==> src/rtl/dsi_tx_pkg.sv <==
// Shared DSI TX definitions: packet data types and the line scheduler state encoding.
package dsi_tx_pkg;

  localparam logic [5:0] DT_VSS    = 6'h01;
  localparam logic [5:0] DT_HSS    = 6'h21;
  localparam logic [5:0] DT_RGB888 = 6'h3E;

  typedef enum logic [2:0] {
    ST_IDLE,
    ST_VSS,
    ST_HSS,
    ST_LHDR,
    ST_PAYLOAD
  } sched_state_t;

endpackage

==> src/rtl/dsi_tx_line_scheduler.sv <==
// DSI video line scheduler: VSS per frame, HSS + long pixel packet per line, payload from show-ahead FIFO.
// Optional macro DSI_TX_SCHED_UNDERFLOW_CNT_EN adds the underflow_cnt output and its saturating counter.
//
// state      | meaning
// -----------+------------------------------------------------------------
// ST_IDLE    | stopped; line_cnt kept so a re-enable can resume mid-frame
// ST_VSS     | VSS short packet header offered, frame_start on acceptance
// ST_HSS     | hdr_valid=0: waiting for a buffered line; else HSS offered
// ST_LHDR    | long pixel packet header offered (word count LINE_BYTES)
// ST_PAYLOAD | streaming LINE_WORDS words straight from the FIFO head
module dsi_tx_line_scheduler
  import dsi_tx_pkg::*;
#(
  parameter int         LINE_BYTES      = 640,
  parameter int         LINES_PER_FRAME = 480,
  parameter logic [5:0] PIX_DATA_TYPE   = DT_RGB888
) (
  input  logic        clk,
  input  logic        rst_n,
  input  logic        enable,
  input  logic [31:0] fifo_data,
  input  logic        fifo_not_empty,
  input  logic        fifo_line_ready,
  output logic        fifo_read_ack,
  output logic        hdr_valid,
  input  logic        hdr_ready,
  output logic [5:0]  hdr_data_type,
  output logic [15:0] hdr_word_count,
  output logic [31:0] pld_data,
  output logic        pld_valid,
  output logic        pld_last,
  input  logic        pld_ready,
  output logic        frame_start,
`ifdef DSI_TX_SCHED_UNDERFLOW_CNT_EN
  output logic [15:0] underflow_cnt,
`endif
  output logic        busy
);

  localparam int LINE_WORDS = LINE_BYTES / 4;
  localparam int WCW = (LINE_WORDS > 1) ? $clog2(LINE_WORDS) : 1;
  localparam int LCW = (LINES_PER_FRAME > 1) ? $clog2(LINES_PER_FRAME) : 1;
  localparam logic [WCW-1:0] LAST_WORD = WCW'(LINE_WORDS - 1);
  localparam logic [LCW-1:0] LAST_LINE = LCW'(LINES_PER_FRAME - 1);
  localparam logic [15:0]    LONG_WC   = 16'(LINE_BYTES);

  sched_state_t   state;
  logic [WCW-1:0] word_cnt;
  logic [LCW-1:0] line_cnt;
  logic           in_payload;
  logic           xfer;
  logic           hdr_acc;

  // Payload path is combinational from the FIFO head so words move with zero latency.
  assign in_payload    = (state == ST_PAYLOAD);
  assign pld_valid     = in_payload & fifo_not_empty;
  assign pld_data      = in_payload ? fifo_data : 32'h0;
  assign pld_last      = pld_valid & (word_cnt == LAST_WORD);
  assign xfer          = pld_valid & pld_ready;
  assign fifo_read_ack = xfer;
  assign hdr_acc       = hdr_valid & hdr_ready;
  assign busy          = (state != ST_IDLE);

  always_ff @(posedge clk or negedge rst_n) begin
    if (!rst_n) begin
      state          <= ST_IDLE;
      word_cnt       <= '0;
      line_cnt       <= '0;
      hdr_valid      <= 1'b0;
      hdr_data_type  <= 6'h0;
      hdr_word_count <= 16'h0;
      frame_start    <= 1'b0;
    end else begin
      frame_start <= 1'b0;
      case (state)
        ST_IDLE: begin
          if (enable) begin
            if (line_cnt != '0) begin
              state <= ST_HSS;
            end else begin
              state          <= ST_VSS;
              hdr_valid      <= 1'b1;
              hdr_data_type  <= DT_VSS;
              hdr_word_count <= 16'h0;
            end
          end
        end
        ST_VSS: begin
          if (hdr_acc) begin
            // Preload HSS so it follows VSS by one cycle when a line is already buffered.
            frame_start    <= 1'b1;
            state          <= ST_HSS;
            hdr_valid      <= fifo_line_ready;
            hdr_data_type  <= DT_HSS;
            hdr_word_count <= 16'h0;
          end
        end
        ST_HSS: begin
          if (hdr_valid) begin
            if (hdr_ready) begin
              state          <= ST_LHDR;
              hdr_data_type  <= PIX_DATA_TYPE;
              hdr_word_count <= LONG_WC;
            end
          end else if (fifo_line_ready) begin
            hdr_valid      <= 1'b1;
            hdr_data_type  <= DT_HSS;
            hdr_word_count <= 16'h0;
          end else if (!enable) begin
            state <= ST_IDLE;
          end
        end
        ST_LHDR: begin
          if (hdr_acc) begin
            state     <= ST_PAYLOAD;
            hdr_valid <= 1'b0;
            word_cnt  <= '0;
          end
        end
        ST_PAYLOAD: begin
          if (xfer) begin
            if (pld_last) begin
              word_cnt <= '0;
              if (line_cnt == LAST_LINE) begin
                line_cnt <= '0;
                if (enable) begin
                  state          <= ST_VSS;
                  hdr_valid      <= 1'b1;
                  hdr_data_type  <= DT_VSS;
                  hdr_word_count <= 16'h0;
                end else begin
                  state <= ST_IDLE;
                end
              end else begin
                line_cnt <= line_cnt + 1'b1;
                state    <= enable ? ST_HSS : ST_IDLE;
              end
            end else begin
              word_cnt <= word_cnt + 1'b1;
            end
          end
        end
        default: state <= ST_IDLE;
      endcase
    end
  end

`ifdef DSI_TX_SCHED_UNDERFLOW_CNT_EN
  // Counts cycles where the assembler could take a word but the FIFO ran dry.
  always_ff @(posedge clk or negedge rst_n) begin
    if (!rst_n) begin
      underflow_cnt <= 16'h0;
    end else if (in_payload && pld_ready && !fifo_not_empty && (underflow_cnt != 16'hFFFF)) begin
      underflow_cnt <= underflow_cnt + 16'h1;
    end
  end
`endif

endmodule
==> config.mk <==
export PLATFORM = sky130hd
export DESIGN_NAME = dsi_tx_line_scheduler
export DESIGN_NICKNAME = d
export VERILOG_FILES = /design/src/rtl/dsi_tx_pkg.sv /design/src/rtl/dsi_tx_line_scheduler.sv
export SDC_FILE = /design/constraint.sdc
export NUM_CORES = 1
export LEC_CHECK = 0
export ABC_CLOCK_PERIOD_IN_PS = 1900
export CAP_MARGIN = 20
export CORE_ASPECT_RATIO = 1.75
export CORE_MARGIN = 3
export CORE_UTILIZATION = 36
export DETAILED_ROUTE_END_ITERATION = 10
export GPL_TIMING_DRIVEN = 0
export PLACE_DENSITY = 0.77
export REMOVE_ABC_BUFFERS = 1
export SYNTH_ARGS = -nofsm -noshare
export SYNTH_HDL_FRONTEND = slang
export SYNTH_SLANG_ARGS = --single-unit
export TNS_END_PERCENT = 5
==> constraint.sdc <==
create_clock -name clk -period 1.9 [get_ports clk]
set_input_delay 0.285 -clock clk [delete_from_list [all_inputs] [get_ports clk]]
set_output_delay 0.285 -clock clk [all_outputs]
set_load 0.1 [all_outputs]
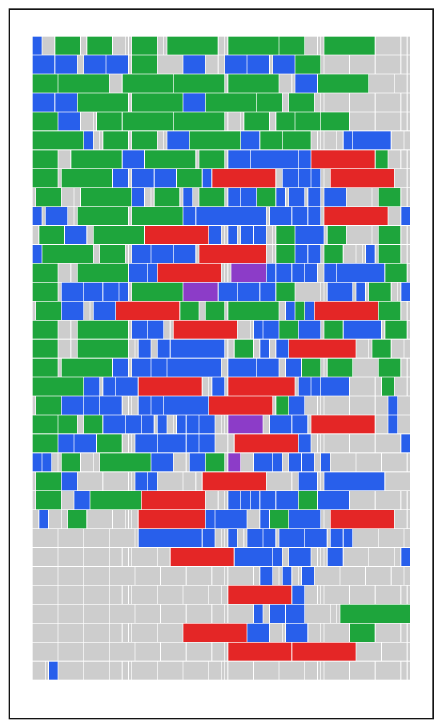
(placement by cell class)
Fill, decap, tap and diode cells in grey.
Blue stands for all other logic, cells 182, share of their area 39%. Red stands for flip-flops, cells 25, share of their area 19%. Green stands for other buffers and delay cells, cells 107, share of their area 40%. Purple stands for clock drivers and dummy loads, cells 4, share of their area 1.4%.
Final Instance Area: 3370 sq um
Core Area: 5020 sq um
Seq area share: 18.7%
floorplan row count: 34

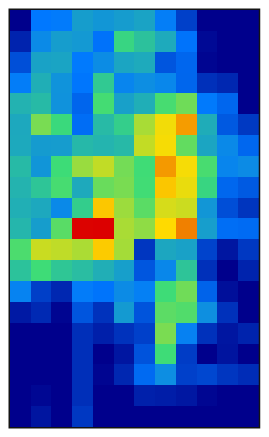
(signal metal coverage by tile)
The die is cut into 12 by 20 equal tiles; dark blue is low, red is high, scaled to the fullest tile. Values are wire area over tile area, all layers added.
The fullest tile reaches 0.61. 20% of the tiles are over half the peak. The densest ninth of the die: middle. The mean over all tiles is 0.17. 20% of the tiles are nearly empty. The emptiest ninth of the die: bottom left.
drt wl/cell: 17.4 microns
final wirelength: 6490 microns
via count: 2,095
All-Layer GR Usage: 17.2%

==> deck_impl_summary.md <==
Run Summary

Yosys
  • Yosys top cell by instances: and2_1
  • YS chip area: 1880 sq um
  • Distinct lib cells used: 50
  • XOR-XNOR Cells, Area Fraction: 1.40%
  • Post-Synth AOI/OAI Area: 17.3%
  • Top cells by count, synth: and2_1 (36), dfrtp_1 (25), o21ai_0 (21)
  • Top non-seq family: simple AND/OR/NAND/NOR gates
  • Top cell area share: 33.2%
  • Synthesized cell area: 1880 sq um
  • Cell area leaders: dfrtp_1 (33%), and2_1 (12%), buf_4 (8.0%), o21ai_0 (5.6%), nand2_1 (3.6%)
  • #FFs+latches synth: 25
  • Most common reg cell: dfrtp_1
  • Ys cells: 226
  • Synth Warn #: 0
  • Adder share: 1.99%
  • Synth Seq Share: 33.2%
  • Mux frac, synth: 2.33%
  • Area leader, netlist: dfrtp_1
  • Syn_area_per_cell: 8.33 sq um
  • Number of flops mapped to enable cells by yosys: 0
  • Async set-reset flop share out of synthesis: 100%
  • Simple share: 31.9%
  • Post-Synthesis Cells: 226

Clock tree
  • CTS Buf Count: 3
  • CTS tree: built
  • Clock Latency Late Sink: 0.28 ns
  • Clock transition at path regs: 0.10 ns
  • H-Tree Depth: 1
  • Root Driver: clkbuf_8
  • CTS sink count: 25
  • Hold-fix buffers at CTS: 0
  • Clock Tree Buf Depth: 2

Die
  • Die Area: 6170 sq um
  • Pre-Place Util: 37.5%
  • Die width: 60.7 microns
  • # IOs: 99
  • Die height: 102 microns

GRT
  • Vias in the first global route: 1,879
  • GR peak layer: met2
  • Pin count of the biggest net entering global routing: 23
  • Met3 usage: 2.55%
  • Initial antenna violation count: 0
  • GR Util met2: 30.3%
  • First-pass GRT wire length: 8400 microns
  • Global routing usage on met1: 19.7%
  • Grt ovf: 0

Finish
  • Fill cell count: 355
  • Post-route insts no fill: 372
  • N_diodes: 0
  • Flop area: 631 sq um
  • Layout area overhead: 78.9%
  • Multi-input gate area: 1280 sq um
  • # nets final: 361
  • Share of cells above drive strength 1: 36.8%

Pwr
  • Pwr dens: 1140 nW/um^2
  • Max VDD drop: 0.000584 V
  • Overall Power: 3.82 mW
  • P_leak: 1.48 nW

Routing
  • Vias per cell: 5.63
  • # DRC: 0
  • Initial detailed-routing violation count: 76
  • First-pass DRT Iterations: 4
  • Post-route ant nets: 0

Setup path
  • R2r setup slk: -0.08 ns
  • Worst Path Required: 2.07 ns
  • Cell Chain, Critical Path: nand4bb_4 > o31ai_4 > a21boi_4 > and3_4 > mux2_4
  • Critical path arrival: 2.15 ns
  • FF-to-FF path depth: 5
  • Worst setup SP type: register
  • CP Capture Type: register
  • Worst-path fanout max: 4
  • Max stage delay on crit path: 0.43 ns
  • CP Class: register to register
  • Worst r2r dst: hdr_data_type[0]$_DFFE_PN0P_
  • Slowest-stage cell, CP: dfrtp_1
  • R2r startpoint: word_cnt[5]$_DFFE_PN0P_

Placement
  • Input/output buffers: 84
  • Placed Cells incl. Taps: 347
  • Detailed placer's ending HPWL: 3580 microns
  • Placer Congestion: 0.764
  • Cell Area, Placed: 2680 sq um

Timing
  • Max Slew Vio Count: 0
  • Worst-Margin Slew: 0.968 ns
  • Final Hold Fails: 0
  • Endpoints failing setup: 27
  • Fin Hold WS: 0.345 ns
  • Post-layout min period: 1.98 ns
  • Final worst path period share: 104%
  • RSZ-0062 raised after global routing: yes
  • Max_slew headroom: 35.8%
  • Clock Skew: 0.0157 ns
  • Fmax achieved: 0.506 GHz
  • Setup ws final: -0.0763 ns

Run
  • Log Warnings: 28
  • Max-cap viol count: 0

Run status
  • Status: finished with violations
  • Violated checks: setup timing

Hold path
  • Worst Hold Class: input port to asynchronous set/reset pin
[per-layer routing]
metal | wire length (microns) | vias up
met5 | 0 | -
met4 | 210 | 0
met3 | 414 | 20
met2 | 3740 | 103
met1 | 2120 | 1024
li1 | - | 948
[critical path: cells and delay by family, from the launching register on]
family / cells / cell delay, ns
compound gates: 2 / 0.59
simple gates: 2 / 0.55
flops: 1 / 0.43
mux: 1 / 0.30
[what timing repair did]
| action | 4_1_cts | 5_1_grt |
|---|---|---|
| endpoints found under the setup margin | 70 | 49 |
| setup buffers | 15 | 6 |
| gates resized | 307 | 73 |
| pin swaps | 3 | 27 |
[cell type report]
class / instances / area share, %
Sequential cell: 25 / 18.7
Tap cell: 54 / 2.01
Clock buffer: 3 / 1.23
Clock inverter: 1 / 0.149
Inverter: 5 / 0.557
Timing Repair Buffer: 107 / 39.4
Multi-Input combinational cell: 177 / 38.0
[worst max-delay path by stage]
stage | start | to | cells after the start
after floorplan | hdr_data_type[4]$_DFFE_PN0P_ | hdr_data_type[4]$_DFFE_PN0P_ | 2
after global placement | state[1]$_DFFE_PN0P_ | pld_last | 4
after detailed placement | state[1]$_DFFE_PN0P_ | pld_data[26] | 4
after CTS | word_cnt[0]$_DFFE_PN0P_ | hdr_data_type[0]$_DFFE_PN0P_ | 6
after global routing | state[1]$_DFFE_PN0P_ | word_cnt[7]$_DFFE_PN0P_ | 7
final | word_cnt[5]$_DFFE_PN0P_ | hdr_data_type[0]$_DFFE_PN0P_ | 5
[report_power, final]
| part | internal (mW) | switching [mW] |
|---|---|---|
| logic | 0.892 | 1.87 |
| clock network | 0.147 | 0.180 |
| registers | 0.620 | 0.116 |
| total | 1.66 | 2.16 |
[sequential cells by signal, indices dropped and copies added (netlist names)]
name,count
line_cnt,9
word_cnt,8
hdr_data_type,3
state,3
frame_start,1
hdr_valid,1
[placed cells by master (no fill, tap or decap), drive strengths merged, types with 4 or more instances in the layout]
master         synthesis  routed
nand4                  4       4
dfrtp                 25      25
inv                    5       5
nand3                  5       5
clkbuf                 8       4
dlygate4sd2            0       9
buf                   24      59
o21ai                 25      25
and3                   6       6
nor3                   4       4
and2                  36      36
nand2b                 5       5
a31oi                  4       4
a21oi                  4       4
nand2                 18      18
clkdlybuf4s50          0      38
nor2                  11      11
conb                   1      14
[metrics by stage]
step / util, % / setup TNS (ns) / setup slack (ns)
6_report: 67.1 / -0.452 / -0.0763
3_3_place_gp: 52.6 / -131.83 / -2.96
3_5_place_dp: 53.4 / -56.16 / -1.39
4_1_cts: 61.2 / -1.18 / -0.218
5_1_grt: 67.1 / -1.87 / -0.187
2_1_floorplan: - / -79.77 / -2.40
[cells by family after synthesis]
logic type,after synthesis
simple gates,101
compound gates,52
buf+inv,37
flops,25
mux,4
fa+ha+maj,3
xor+xnor,3
other cells,1
Power is estimated from default activity; no workload was simulated.
